**src/rtl/shift_add_multiplier.sv**
```systemverilog
// Sequential 4x4 unsigned shift-and-add multiplier with a start/done handshake.
// One ripple_carry_adder does all the arithmetic, one partial product per CALC cycle.

module ripple_carry_adder (
  input  logic [3:0] a,
  input  logic [3:0] b,
  input  logic       c_in,
  output logic [3:0] s,
  output logic       carry_out
);
  logic c;

  always_comb begin
    s = '0;
    c = c_in;
    for (int i = 0; i < 4; i++) begin
      s[i] = a[i] ^ b[i] ^ c;
      c    = (a[i] & b[i]) | (c & (a[i] ^ b[i]));
    end
    carry_out = c;
  end
endmodule

// Handshake: start is honoured only in IDLE (no queueing). done is a one-cycle
// pulse marking product valid; product then holds until the next accepted start.
module shift_add_multiplier #(
  parameter int WIDTH = 4  // tied to the 4-bit ripple_carry_adder; no other value is legal
) (
  input  logic               clk,
  input  logic               rst_n,
  input  logic               start,
  input  logic [WIDTH-1:0]   a,
  input  logic [WIDTH-1:0]   b,
  output logic               busy,
  output logic               done,
  output logic [2*WIDTH-1:0] product,
  output logic [1:0]         dbg_state
);
  typedef enum logic [1:0] {
    IDLE = 2'd0,
    CALC = 2'd1,
    DONE = 2'd2
  } state_t;

  state_t state, state_nxt;

  logic [WIDTH-1:0] mcand;
  logic [WIDTH-1:0] acc_hi;
  logic [WIDTH-1:0] acc_lo;
  logic [1:0]       cnt;

  logic [WIDTH-1:0] add_b;
  logic [WIDTH-1:0] sum;
  logic             carry_out;

  assign add_b = acc_lo[0] ? mcand : '0;

  ripple_carry_adder u_adder (
    .a         (acc_hi),
    .b         (add_b),
    .c_in      (1'b0),
    .s         (sum),
    .carry_out (carry_out)
  );

  always_ff @(posedge clk or negedge rst_n) begin
    if (!rst_n) state <= IDLE;
    else        state <= state_nxt;
  end

  always_comb begin
    state_nxt = state;
    busy      = 1'b0;
    done      = 1'b0;
    case (state)
      IDLE: if (start) state_nxt = CALC;
      CALC: begin
        busy = 1'b1;
        if (cnt == 2'd3) state_nxt = DONE;
      end
      DONE: begin
        done      = 1'b1;
        state_nxt = IDLE;
      end
      default: state_nxt = IDLE;
    endcase
  end

  assign dbg_state = state;

  // carry_out becomes the new top bit of the accumulator, so a 5-bit partial sum is never truncated.
  always_ff @(posedge clk or negedge rst_n) begin
    if (!rst_n) begin
      mcand   <= '0;
      acc_hi  <= '0;
      acc_lo  <= '0;
      cnt     <= '0;
      product <= '0;
    end else if (state == IDLE && start) begin
      mcand  <= a;
      acc_hi <= '0;
      acc_lo <= b;
      cnt    <= '0;
    end else if (state == CALC) begin
      acc_hi <= {carry_out, sum[WIDTH-1:1]};
      acc_lo <= {sum[0], acc_lo[WIDTH-1:1]};
      cnt    <= cnt + 2'd1;
      if (cnt == 2'd3)
        product <= {carry_out, sum[WIDTH-1:1], sum[0], acc_lo[WIDTH-1:1]};
    end
  end
endmodule

```
**config.mk**
```make
export PLATFORM = sky130hd
export DESIGN_NAME = shift_add_multiplier
export DESIGN_NICKNAME = d
export VERILOG_FILES = /design/src/rtl/shift_add_multiplier.sv
export SDC_FILE = /design/constraint.sdc
export NUM_CORES = 1
export LEC_CHECK = 0
export CAP_MARGIN = 25
export CORE_UTILIZATION = 54
export CTS_CLUSTER_DIAMETER = 60
export CTS_CLUSTER_SIZE = 16
export DETAILED_ROUTE_END_ITERATION = 10
export PLACE_DENSITY_LB_ADDON = 0.3
export SLEW_MARGIN = 20
export SYNTH_ARGS = -nofsm -noshare
export SYNTH_HDL_FRONTEND = slang
export SYNTH_HIERARCHICAL = 1
export SYNTH_SLANG_ARGS = --single-unit
```
**constraint.sdc**
```tcl
create_clock -name clk -period 4.6 [get_ports clk]
set_clock_uncertainty 0.15 [all_clocks]
set_input_delay 1.15 -clock clk [delete_from_list [all_inputs] [get_ports clk]]
set_output_delay 1.15 -clock clk [all_outputs]
set_load 0.05 [all_outputs]
```
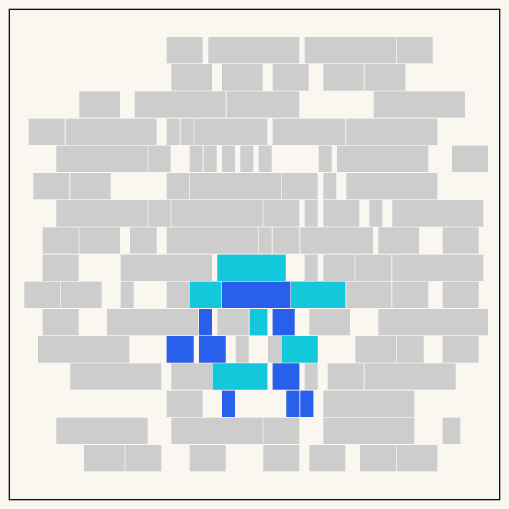
(gate families picked out)
Scale: 10 px per micron.
Key: inverting AOI/OAI gates = cyan [cells 6, most used a221oi_2, where middle]; NOR gates = blue [cells 9, most used nor2_1]
non-filler instance count after layout: 139
combinational share of cell area: 0.334
dominant logic cell type in the layout: dfrtp_1

==> results_slide.txt <==
Flow Results at a Glance

Status
  – Result of the run: finished, final reports clean

Final layout
  – Top reg by flops: product
  – Number of diodes: 0
  – Count of non-CTS inverters in the layout: 16
  – Seq area share: 0.416
  – Final #Nets: between 100 and 150
  – #MultiIn Comb: ~46
  – Leading cell kind: registers
  – Share of layout cells above drive strength 1: 0.268
  – Number of flip-flops in the largest register: 8
  – Finished Cell Area: 1440 sq um

Final timing
  – Total negative slack: 0 ps
  – Fin crit period: roughly 3600 ps
  – Final setup margin: between 900 and 1000 ps
  – Final hold viol count: 0

Yosys
  – Mux frac, synth: 0.123
  – Top area cell types: dfrtp_1 51%, mux2_2 12%, fa_1 6.7%
  – Simple-Gate Area Share: 0.0980
  – Main logic family: multiplexers
  – Synthesized chip area reported by yosys: 1190 sq um
  – Flops after synth: 24
  – Mapped Area: between 1000 and 1500 sq um
  – Xor/xnor share: 0
  – Yosys cell types: 20
  – Synth Area per Inst: approximately 13 sq um
  – Post-synth top cells: 24 x dfrtp_1, 16 x inv_1, 13 x mux2_2
  – Synth top cell by count: dfrtp_1
  – Yosys aoi share: 0.103
  – Post-synth EDFFs: 0

Place
  – GP Congestion: between 0.7 and 0.8
  – Cell Area, Placed: roughly 1400 sq um

Worst setup path
  – CP startpoint: dbg_state[0]
  – Crit path to: busy
  – Critical path class: reg2out
  – Worst flop-to-flop path endpoint: acc_hi[2]
  – Worst-path fanout max: 11
  – CP endpoint kind: output port
  – Startpoint types: flop
  – Critical path depth: 2

Hold path
  – Hold Path End: mcand[2]
  – Hold Path Stages: 1
  – Hold Path Origin: mcand[2]

Routing
  – Average vias per placed instance: approximately 5
  – Via count: about 720
  – Aggregate routed wire length: between 1.5 and 2 mm
  – Wirelength per Cell: between 10 and 15 microns
  – Post-route ant nets: 0
  – First drt pass iteration count: 4

Floorplanning
  – Die H: between 40 and 50 microns

Flow run
  – Max Cap Viol: 0

Clocking
  – CTS Buf Count: 3
  – Worst-path clk slew: 130 ps
  – Insertion delay at the late pin of the worst-skew pair: 310 ps
  – Clock sink total: 24
  – Clock buffer depth: 2
  – Post-cts resize count: 0
  – Post-CTS Setup Repair Bufs: 0

GRT
  – Total gr overflow: 0
  – First-pass GRT wire length: 3.37 mm
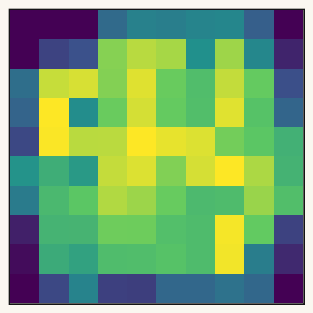
(cell area per tile)
Scale: 6 px per micron. 10 x 10 tiles, from dark purple (low) to yellow (high), 0 to 100% covered.
The emptiest ninth of the die: top left. The mean over all tiles is 59%. 38% of the tiles are over 75% full.
final core occ: 0.714
Initial Util: 0.587
CORE AREA: 2020 sq um

-- routing by layer --
metal	wire length [microns]	track usage	share of wire
met5	0	0	0
met4	13	0.0539	0.0068
met3	96	0.0717	0.050
met2	929	0.313	0.48
met1	875	0.248	0.46
-- worst register-to-register path: stages (launching register included) --
cell and delay, ps:
dfrtp_1 430, and2_1 170, fa_1 380, inv_1 70, fa_1 170, inv_1 60, fa_1 350, inv_1 70
fa_1 400, inv_1 90, a22o_2 140
